**config.mk**
```make
export PLATFORM = sky130hd
export DESIGN_NAME = gemm_stream_engine_flat
export DESIGN_NICKNAME = d
export VERILOG_FILES = /design/src/rtl/gemm_stream_engine_if.sv /design/src/rtl/gemm_stream_engine.sv /design/src/flat_wrapper.sv
export SDC_FILE = /design/constraint.sdc
export NUM_CORES = 2
export LEC_CHECK = 0
export CORE_MARGIN = 2
export CORE_UTILIZATION = 60
export DETAILED_ROUTE_END_ITERATION = 16
export PLACE_DENSITY_LB_ADDON = 0.12
export SETUP_SLACK_MARGIN = 0.2
export SLEW_MARGIN = 20
export SYNTH_ARGS = -nofsm -noshare
export SYNTH_HDL_FRONTEND = slang
export SYNTH_SLANG_ARGS = --single-unit
```
**constraint.sdc**
```tcl
create_clock -name iclk -period 11.3 [get_ports iclk]
set_input_delay 1.13 -clock iclk [delete_from_list [all_inputs] [get_ports iclk]]
set_output_delay 1.13 -clock iclk [all_outputs]
set_load 0.005 [all_outputs]
```
**src/rtl/gemm_stream_engine_if.sv**
```systemverilog
// gemm_stream_engine_if: operand write port, start/scale controls and result stream of gemm_stream_engine.
interface gemm_stream_engine_if #(
    parameter int DATA_WIDTH = 16,
    parameter int M_DIM      = 4,
    parameter int N_DIM      = 4,
    parameter int K_DIM      = 4
);
    localparam int MK = M_DIM * K_DIM;
    localparam int KN = K_DIM * N_DIM;
    localparam int MN = M_DIM * N_DIM;
    localparam int MX = (MK > KN) ? ((MK > MN) ? MK : MN) : ((KN > MN) ? KN : MN);
    localparam int AW = (MX > 1) ? $clog2(MX) : 1;
    localparam int RW = (M_DIM > 1) ? $clog2(M_DIM) : 1;
    localparam int CW = (N_DIM > 1) ? $clog2(N_DIM) : 1;

    logic                         istart;
    logic signed [DATA_WIDTH-1:0] ialpha;
    logic signed [DATA_WIDTH-1:0] ibeta;
    logic                         iwr_en;
    logic [1:0]                   iwr_sel;
    logic [AW-1:0]                iwr_addr;
    logic signed [DATA_WIDTH-1:0] iwr_data;
    logic                         ores_valid;
    logic                         ires_ready;
    logic signed [DATA_WIDTH-1:0] ores_data;
    logic [RW-1:0]                ores_row;
    logic [CW-1:0]                ores_col;
    logic                         obusy;
    logic                         odone;
    logic                         oerr;

    modport master (
        output istart, ialpha, ibeta, iwr_en, iwr_sel, iwr_addr, iwr_data, ires_ready,
        input  ores_valid, ores_data, ores_row, ores_col, obusy, odone, oerr
    );

    modport slave (
        input  istart, ialpha, ibeta, iwr_en, iwr_sel, iwr_addr, iwr_data, ires_ready,
        output ores_valid, ores_data, ores_row, ores_col, obusy, odone, oerr
    );
endinterface

```
**src/rtl/gemm_stream_engine.sv**
```systemverilog
// gemm_stream_engine: streams R = (alpha*A*B + beta*C) >>> FRAC_BITS one element at a time, row-major.
// Define GEMM_SAT_EN to saturate results to DATA_WIDTH; otherwise results wrap.
module gemm_stream_engine #(
    parameter int DATA_WIDTH = 16,
    parameter int ACC_WIDTH  = 40,
    parameter int M_DIM      = 4,
    parameter int N_DIM      = 4,
    parameter int K_DIM      = 4,
    parameter int FRAC_BITS  = 0
) (
    input  logic              iclk,
    input  logic              irst_n,
    gemm_stream_engine_if.slave bus
);
    localparam int MK = M_DIM * K_DIM;
    localparam int KN = K_DIM * N_DIM;
    localparam int MN = M_DIM * N_DIM;
    localparam int MX = (MK > KN) ? ((MK > MN) ? MK : MN) : ((KN > MN) ? KN : MN);
    localparam int AW = (MX > 1) ? $clog2(MX) : 1;
    localparam int RW = (M_DIM > 1) ? $clog2(M_DIM) : 1;
    localparam int CW = (N_DIM > 1) ? $clog2(N_DIM) : 1;
    localparam int KW = (K_DIM > 1) ? $clog2(K_DIM) : 1;
    localparam int PW = 2 * DATA_WIDTH;
    localparam int SW = DATA_WIDTH + ACC_WIDTH + 1;
    localparam logic [AW:0] A_SZ = (AW + 1)'(MK);
    localparam logic [AW:0] B_SZ = (AW + 1)'(KN);
    localparam logic [AW:0] C_SZ = (AW + 1)'(MN);
    localparam logic signed [SW-1:0] SMAX = {{(SW - DATA_WIDTH + 1){1'b0}}, {(DATA_WIDTH - 1){1'b1}}};
    localparam logic signed [SW-1:0] SMIN = {{(SW - DATA_WIDTH + 1){1'b1}}, {(DATA_WIDTH - 1){1'b0}}};

    typedef enum logic [2:0] {IDLE, MAC, SCALE, OUT, DONE} state_t;

    state_t state, state_nx;

    logic signed [DATA_WIDTH-1:0] a_mem [2**AW];
    logic signed [DATA_WIDTH-1:0] b_mem [2**AW];
    logic signed [DATA_WIDTH-1:0] c_mem [2**AW];

    logic [RW-1:0]                row;
    logic [CW-1:0]                col;
    logic [KW-1:0]                k;
    logic signed [ACC_WIDTH-1:0]  acc;
    logic signed [DATA_WIDTH-1:0] alpha_q, beta_q, res_q;
    logic                         oerr_q;

    logic [AW-1:0]                a_idx, b_idx, c_idx;
    logic signed [PW-1:0]         prod;
    logic signed [SW-1:0]         ax, bx, sum;
    logic signed [DATA_WIDTH-1:0] res;
    logic                         last_k, last_col, last_row, wr_ok;

    always_comb begin
        a_idx    = AW'(int'(row) * K_DIM + int'(k));
        b_idx    = AW'(int'(k) * N_DIM + int'(col));
        c_idx    = AW'(int'(row) * N_DIM + int'(col));
        prod     = PW'(a_mem[a_idx]) * PW'(b_mem[b_idx]);
        ax       = SW'(alpha_q) * SW'(acc);
        bx       = SW'(beta_q) * SW'(c_mem[c_idx]);
        sum      = (ax + bx) >>> FRAC_BITS;
        last_k   = k == KW'(K_DIM - 1);
        last_col = col == CW'(N_DIM - 1);
        last_row = row == RW'(M_DIM - 1);
        wr_ok    = (state == IDLE) && bus.iwr_en;
`ifdef GEMM_SAT_EN
        res = (sum > SMAX) ? DATA_WIDTH'(SMAX) : (sum < SMIN) ? DATA_WIDTH'(SMIN) : DATA_WIDTH'(sum);
`else
        res = DATA_WIDTH'(sum);
`endif
    end

    // Operand storage is deliberately unreset so loaded matrices survive an aborted job.
    always_ff @(posedge iclk) begin
        if (wr_ok && bus.iwr_sel == 2'd0 && {1'b0, bus.iwr_addr} < A_SZ) a_mem[bus.iwr_addr] <= bus.iwr_data;
        if (wr_ok && bus.iwr_sel == 2'd1 && {1'b0, bus.iwr_addr} < B_SZ) b_mem[bus.iwr_addr] <= bus.iwr_data;
        if (wr_ok && bus.iwr_sel == 2'd2 && {1'b0, bus.iwr_addr} < C_SZ) c_mem[bus.iwr_addr] <= bus.iwr_data;
    end

    always_ff @(posedge iclk or negedge irst_n) begin
        if (!irst_n) state <= IDLE;
        else         state <= state_nx;
    end

    always_comb begin
        state_nx = state;
        case (state)
            IDLE:    state_nx = bus.istart ? MAC : IDLE;
            MAC:     state_nx = last_k ? SCALE : MAC;
            SCALE:   state_nx = OUT;
            OUT:     state_nx = !bus.ires_ready ? OUT : (last_row && last_col) ? DONE : MAC;
            default: state_nx = IDLE;
        endcase
    end

    always_comb begin
        bus.ores_valid = state == OUT;
        bus.obusy      = state != IDLE;
        bus.odone      = state == DONE;
    end

    always_ff @(posedge iclk or negedge irst_n) begin
        if (!irst_n) begin
            row     <= '0;
            col     <= '0;
            k       <= '0;
            acc     <= '0;
            alpha_q <= '0;
            beta_q  <= '0;
            res_q   <= '0;
            oerr_q  <= 1'b0;
        end else begin
            oerr_q <= (state != IDLE) && (bus.istart || bus.iwr_en);
            if (state == IDLE && bus.istart) begin
                row     <= '0;
                col     <= '0;
                k       <= '0;
                acc     <= '0;
                alpha_q <= bus.ialpha;
                beta_q  <= bus.ibeta;
            end
            // The first MAC cycle of each element discards the previous sum.
            if (state == MAC) begin
                acc <= ((k == '0) ? '0 : acc) + ACC_WIDTH'(prod);
                k   <= last_k ? '0 : k + KW'(1);
            end
            if (state == SCALE) res_q <= res;
            if (state == OUT && bus.ires_ready) begin
                col <= last_col ? '0 : col + CW'(1);
                if (last_col) row <= last_row ? '0 : row + RW'(1);
            end
        end
    end

    assign bus.ores_data = res_q;
    assign bus.ores_row  = row;
    assign bus.ores_col  = col;
    assign bus.oerr      = oerr_q;
endmodule

```
**src/flat_wrapper.sv**
```systemverilog
// flat-port wrapper written by rule: the top's interface ports become plain ports
module gemm_stream_engine_flat 
#(
    parameter int DATA_WIDTH = 16,
    parameter int ACC_WIDTH  = 40,
    parameter int M_DIM      = 4,
    parameter int N_DIM      = 4,
    parameter int K_DIM      = 4,
    parameter int FRAC_BITS  = 0
)
  (iclk, irst_n, bus_istart, bus_ialpha, bus_ibeta, bus_iwr_en, bus_iwr_sel, bus_iwr_addr, bus_iwr_data, bus_ires_ready, bus_ores_valid, bus_ores_data, bus_ores_row, bus_ores_col, bus_obusy, bus_odone, bus_oerr);
  gemm_stream_engine_if #(.DATA_WIDTH(DATA_WIDTH), .M_DIM(M_DIM), .N_DIM(N_DIM), .K_DIM(K_DIM)) bus_i ();
  input  logic iclk;
  input  logic irst_n;
  input wire logic [$bits(bus_i.istart)-1:0] bus_istart;
  input wire logic [$bits(bus_i.ialpha)-1:0] bus_ialpha;
  input wire logic [$bits(bus_i.ibeta)-1:0] bus_ibeta;
  input wire logic [$bits(bus_i.iwr_en)-1:0] bus_iwr_en;
  input wire logic [$bits(bus_i.iwr_sel)-1:0] bus_iwr_sel;
  input wire logic [$bits(bus_i.iwr_addr)-1:0] bus_iwr_addr;
  input wire logic [$bits(bus_i.iwr_data)-1:0] bus_iwr_data;
  input wire logic [$bits(bus_i.ires_ready)-1:0] bus_ires_ready;
  output wire logic [$bits(bus_i.ores_valid)-1:0] bus_ores_valid;
  output wire logic [$bits(bus_i.ores_data)-1:0] bus_ores_data;
  output wire logic [$bits(bus_i.ores_row)-1:0] bus_ores_row;
  output wire logic [$bits(bus_i.ores_col)-1:0] bus_ores_col;
  output wire logic [$bits(bus_i.obusy)-1:0] bus_obusy;
  output wire logic [$bits(bus_i.odone)-1:0] bus_odone;
  output wire logic [$bits(bus_i.oerr)-1:0] bus_oerr;
  assign bus_i.istart = bus_istart;
  assign bus_i.ialpha = bus_ialpha;
  assign bus_i.ibeta = bus_ibeta;
  assign bus_i.iwr_en = bus_iwr_en;
  assign bus_i.iwr_sel = bus_iwr_sel;
  assign bus_i.iwr_addr = bus_iwr_addr;
  assign bus_i.iwr_data = bus_iwr_data;
  assign bus_i.ires_ready = bus_ires_ready;
  assign bus_ores_valid = bus_i.ores_valid;
  assign bus_ores_data = bus_i.ores_data;
  assign bus_ores_row = bus_i.ores_row;
  assign bus_ores_col = bus_i.ores_col;
  assign bus_obusy = bus_i.obusy;
  assign bus_odone = bus_i.odone;
  assign bus_oerr = bus_i.oerr;
  gemm_stream_engine #(.DATA_WIDTH(DATA_WIDTH), .ACC_WIDTH(ACC_WIDTH), .M_DIM(M_DIM), .N_DIM(N_DIM), .K_DIM(K_DIM), .FRAC_BITS(FRAC_BITS)) u_core (.iclk(iclk), .irst_n(irst_n), .bus(bus_i));
endmodule
```
### Register map, names as in the netlist

Scale: 1.5 px per µm. Other sequential cells in the stronger gray, the rest of the logic in the fainter gray.
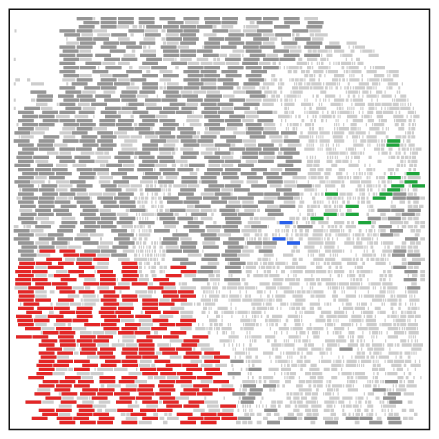
[green] u_core.acc | sequential cells: 16 | where: east
[red] u_core.c_mem | sequential cells: 256
[blue] u_core.state | sequential cells: 3
not colored: 567
sequential share of cell area: 49.8%
utilization of the core after routing: 67.0%

### Routing congestion

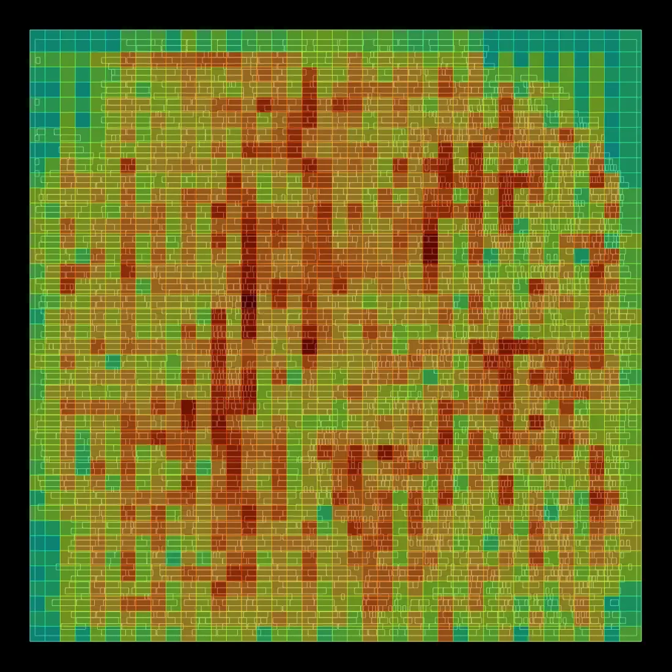
grt met2 use: 44.0%
met3 usage: 5.61%
met1 Resource Use GR: 41.4%
Routed wire per std cell: 25.3 µm

### A small window of the routed layout

Region (197, 197) to (222, 222) µm. Cells in gray, sequential cells in the stronger gray; small squares are vias.
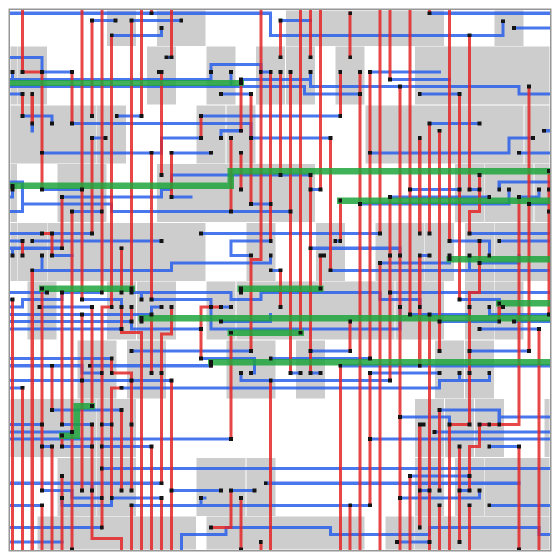
[green] M3
[blue] M1
[red] M2
sequential cells in the window: 0
cells with their middle in the window: 58
most frequent: nand2_1 (20), inv_1 (11), fa_1 (10)

### M1 wires

Scale: 1 px per µm.
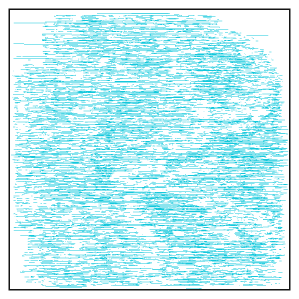
nets with wire on the layer: 3,447
wire length on this layer: 44.1 mm
overall routed net length: 105,000 µm
number of vias in the routed layout: 24,700

[final timing paths]
| kind | slack, ps | cells past startpoint | endpoint | startpoint |
|---|---|---|---|---|
| setup / recovery | 2460 | 29 | u_core.acc[15] | u_core.k[0] |
| hold / removal | 430 | 1 | u_core.bus.ores_data[15] | irst_n |
| setup reg to reg | 2460 | 29 | u_core.acc[15] | u_core.k[0] |
| hold reg to reg | 480 | 2 | u_core.bus.ores_data[6] | u_core.bus.ores_data[6] |
| max in group asynchronous | 9820 | 2 | u_core.bus.ores_col[1] | irst_n |
| min in group iclk | 480 | 2 | u_core.bus.ores_data[6] | u_core.bus.ores_data[6] |
[metrics by stage]
stage          std cells  setup slack, ps  hold WS, ps  area, µm²
2_1_floorplan       2990             3180          470      45400
3_3_place_gp        4000             2490          460      47300
3_5_place_dp        4000             2420          469      47300
4_1_cts             4159             2450          422      50000
5_1_grt             4161             1930          447      50000
6_report            4162             2460          433      50000
[cells in the final DEF, fill, tap and decap left out, types with 13 or more instances in the layout]
| cell type | instances |
|---|---|
| sky130_fd_sc_hd__fa_1 | 262 |
| sky130_fd_sc_hd__nor2b_1 | 34 |
| sky130_fd_sc_hd__clkbuf_16 | 85 |
| sky130_fd_sc_hd__clkdlybuf4s50_1 | 72 |
| sky130_fd_sc_hd__edfxtp_1 | 768 |
| sky130_fd_sc_hd__mux4_1 | 34 |
| sky130_fd_sc_hd__mux2_2 | 31 |
| sky130_fd_sc_hd__a22oi_1 | 16 |
| sky130_fd_sc_hd__inv_1 | 425 |
| sky130_fd_sc_hd__mux4_2 | 184 |
| sky130_fd_sc_hd__clkbuf_1 | 25 |
| sky130_fd_sc_hd__and2_1 | 142 |
| sky130_fd_sc_hd__a21oi_1 | 45 |
| sky130_fd_sc_hd__xor2_1 | 21 |
| sky130_fd_sc_hd__ha_1 | 194 |
| sky130_fd_sc_hd__xnor2_1 | 101 |
| sky130_fd_sc_hd__nor2_1 | 137 |
| sky130_fd_sc_hd__clkinv_1 | 13 |
| sky130_fd_sc_hd__buf_4 | 73 |
| sky130_fd_sc_hd__o21ai_0 | 41 |
| sky130_fd_sc_hd__dfrtp_1 | 68 |
| sky130_fd_sc_hd__clkinv_2 | 17 |
| sky130_fd_sc_hd__nand2_1 | 246 |
[state kept, by name (all words and copies together) (netlist names)]
signal / flops
u_core.acc: 16
u_core.alpha_q: 16
u_core.b_mem: 256
u_core.bus.ores_col: 2
u_core.k: 2
u_core.state: 3
u_core.c_mem: 256
u_core.bus.ores_row: 2
u_core.bus.ores_data: 16
u_core.beta_q: 16
u_core.bus.oerr: 1
u_core.a_mem: 256
[cells by family (layout without fill, tap and decap cells)]
kind of cell    count (synthesis)  count (layout)  share of synthesized area [%]
compound gates                169             169                           2.46
xor+xnor                      125             125                           2.47
fa+ha+maj                     456             456                           16.9
buf+inv                       541             741                           5.12
flops                         842             842                           54.9
mux                           256             256                           12.0
other cells                     0               3                              0
simple gates                  601             601                           6.16
==> flow.log <==
[report] extracting results
[metrics] Crit path largest cell delay: 890 ps
[metrics] mean area per synthesized cell: 15.2 µm²
[metrics] wire length of the first global-routing pass: 161,000 µm
[metrics] most area-hungry cell type in the Yosys netlist: sky130_fd_sc_hd__edfxtp_1
[metrics] top cell type by instance count after synthesis: sky130_fd_sc_hd__edfxtp_1
[metrics] top flip-flop cell by instance count after synthesis: sky130_fd_sc_hd__edfxtp_1
[metrics] fraction of final layout cells with drive strength greater than 1: 14.1%
[metrics] Final GP Congestion: 0.904
[metrics] skew final: 47.3 ps
[metrics] clk_lat worst skew: 660 ps
[metrics] library cell appearing most often on the critical path: sky130_fd_sc_hd__inv_1
[metrics] number of synthesized flops with an enable pin: 768
[metrics] share of the cycle needed by the critical path after routing: 78.2%
[metrics] Setup-failing EPs final: 0
[metrics] Area Growth Syn to Fin: 10.2%
[metrics] status: completed
[metrics] YS warnings: 0
[metrics] Total Nets Final: 3,633
[metrics] kind of start point of the critical path: flip-flop
[metrics] violation tally from detailed-route iteration zero: 2,549
[metrics] Layout clock area frac: 5.52%
[metrics] Netlist Area Pre-Place: 45,400 µm²
[metrics] vias per cell: 5.95
[metrics] PostCTS Resize Cnt: 0
[metrics] Filler cells: 5,075
[metrics] share of final layout cell area taken by non-clock buffers: 2.71%
[metrics] Top class by area: registers
[metrics] Final Max-Slew Violation Tally: 0
[metrics] global route total overflow: 0
[metrics] Post-synth top cells: 768 x sky130_fd_sc_hd__edfxtp_1, 425 x sky130_fd_sc_hd__inv_1, 262 x sky130_fd_sc_hd__fa_1
[metrics] clock tree from TritonCTS: done
[metrics] Largest type area fraction: 50.8%
[metrics] logic share of the area: 36.3%
[metrics] die height: 279 µm
[metrics] layer with the highest usage after global routing: met2
[metrics] Die Area: 77,900 µm²
[metrics] sum of buffers and inverters on the critical path: 6
[metrics] number of antenna cells inserted: 3
[metrics] kind of critical path: reg -> reg
[metrics] clock buffers created by TritonCTS: 85
[metrics] post-cts hold-fix buffer tally: 0
[metrics] Logic area: 18,200 µm²
[metrics] top layer reached by signal wires: met5
[metrics] die boundary width: 279 µm
[metrics] area of the core region: 74,700 µm²
[metrics] crit path max fanout: 39
[metrics] summed standard-cell area reported by yosys: 45,400 µm²
[metrics] Top cells by area: sky130_fd_sc_hd__edfxtp_1 51%, sky130_fd_sc_hd__fa_1 12%, sky130_fd_sc_hd__mux4_2 9.1%, sky130_fd_sc_hd__ha_1 5.3%, sky130_fd_sc_hd__dfrtp_1 4.1%
[metrics] sequential cell area: 24,900 µm²
[metrics] timing-limited maximum frequency: 0.113 GHz
[metrics] Max transition margin: 22.4%
[metrics] drc violations: 0
[metrics] count of buffers not belonging to the clock network in the layout: 156
[metrics] largest net degree at the start of global routing: 80
[metrics] number of antenna violations at the first check in global routing: 3
[metrics] Routed Antenna Nets: 0
[metrics] post-synthesis cell count: 2,990
[metrics] row count: 100
[metrics] class of the worst hold path: in -> async
[metrics] count of non-CTS inverters in the layout: 426
[metrics] vias in the first global route: 26,100
[metrics] number of nets at floorplan: 3,505
[metrics] final-layout clock buffer total: 112
[metrics] Distinct cells, synth: 61
[metrics] proportion of register bits with asynchronous set or reset after synthesis: 8.79%
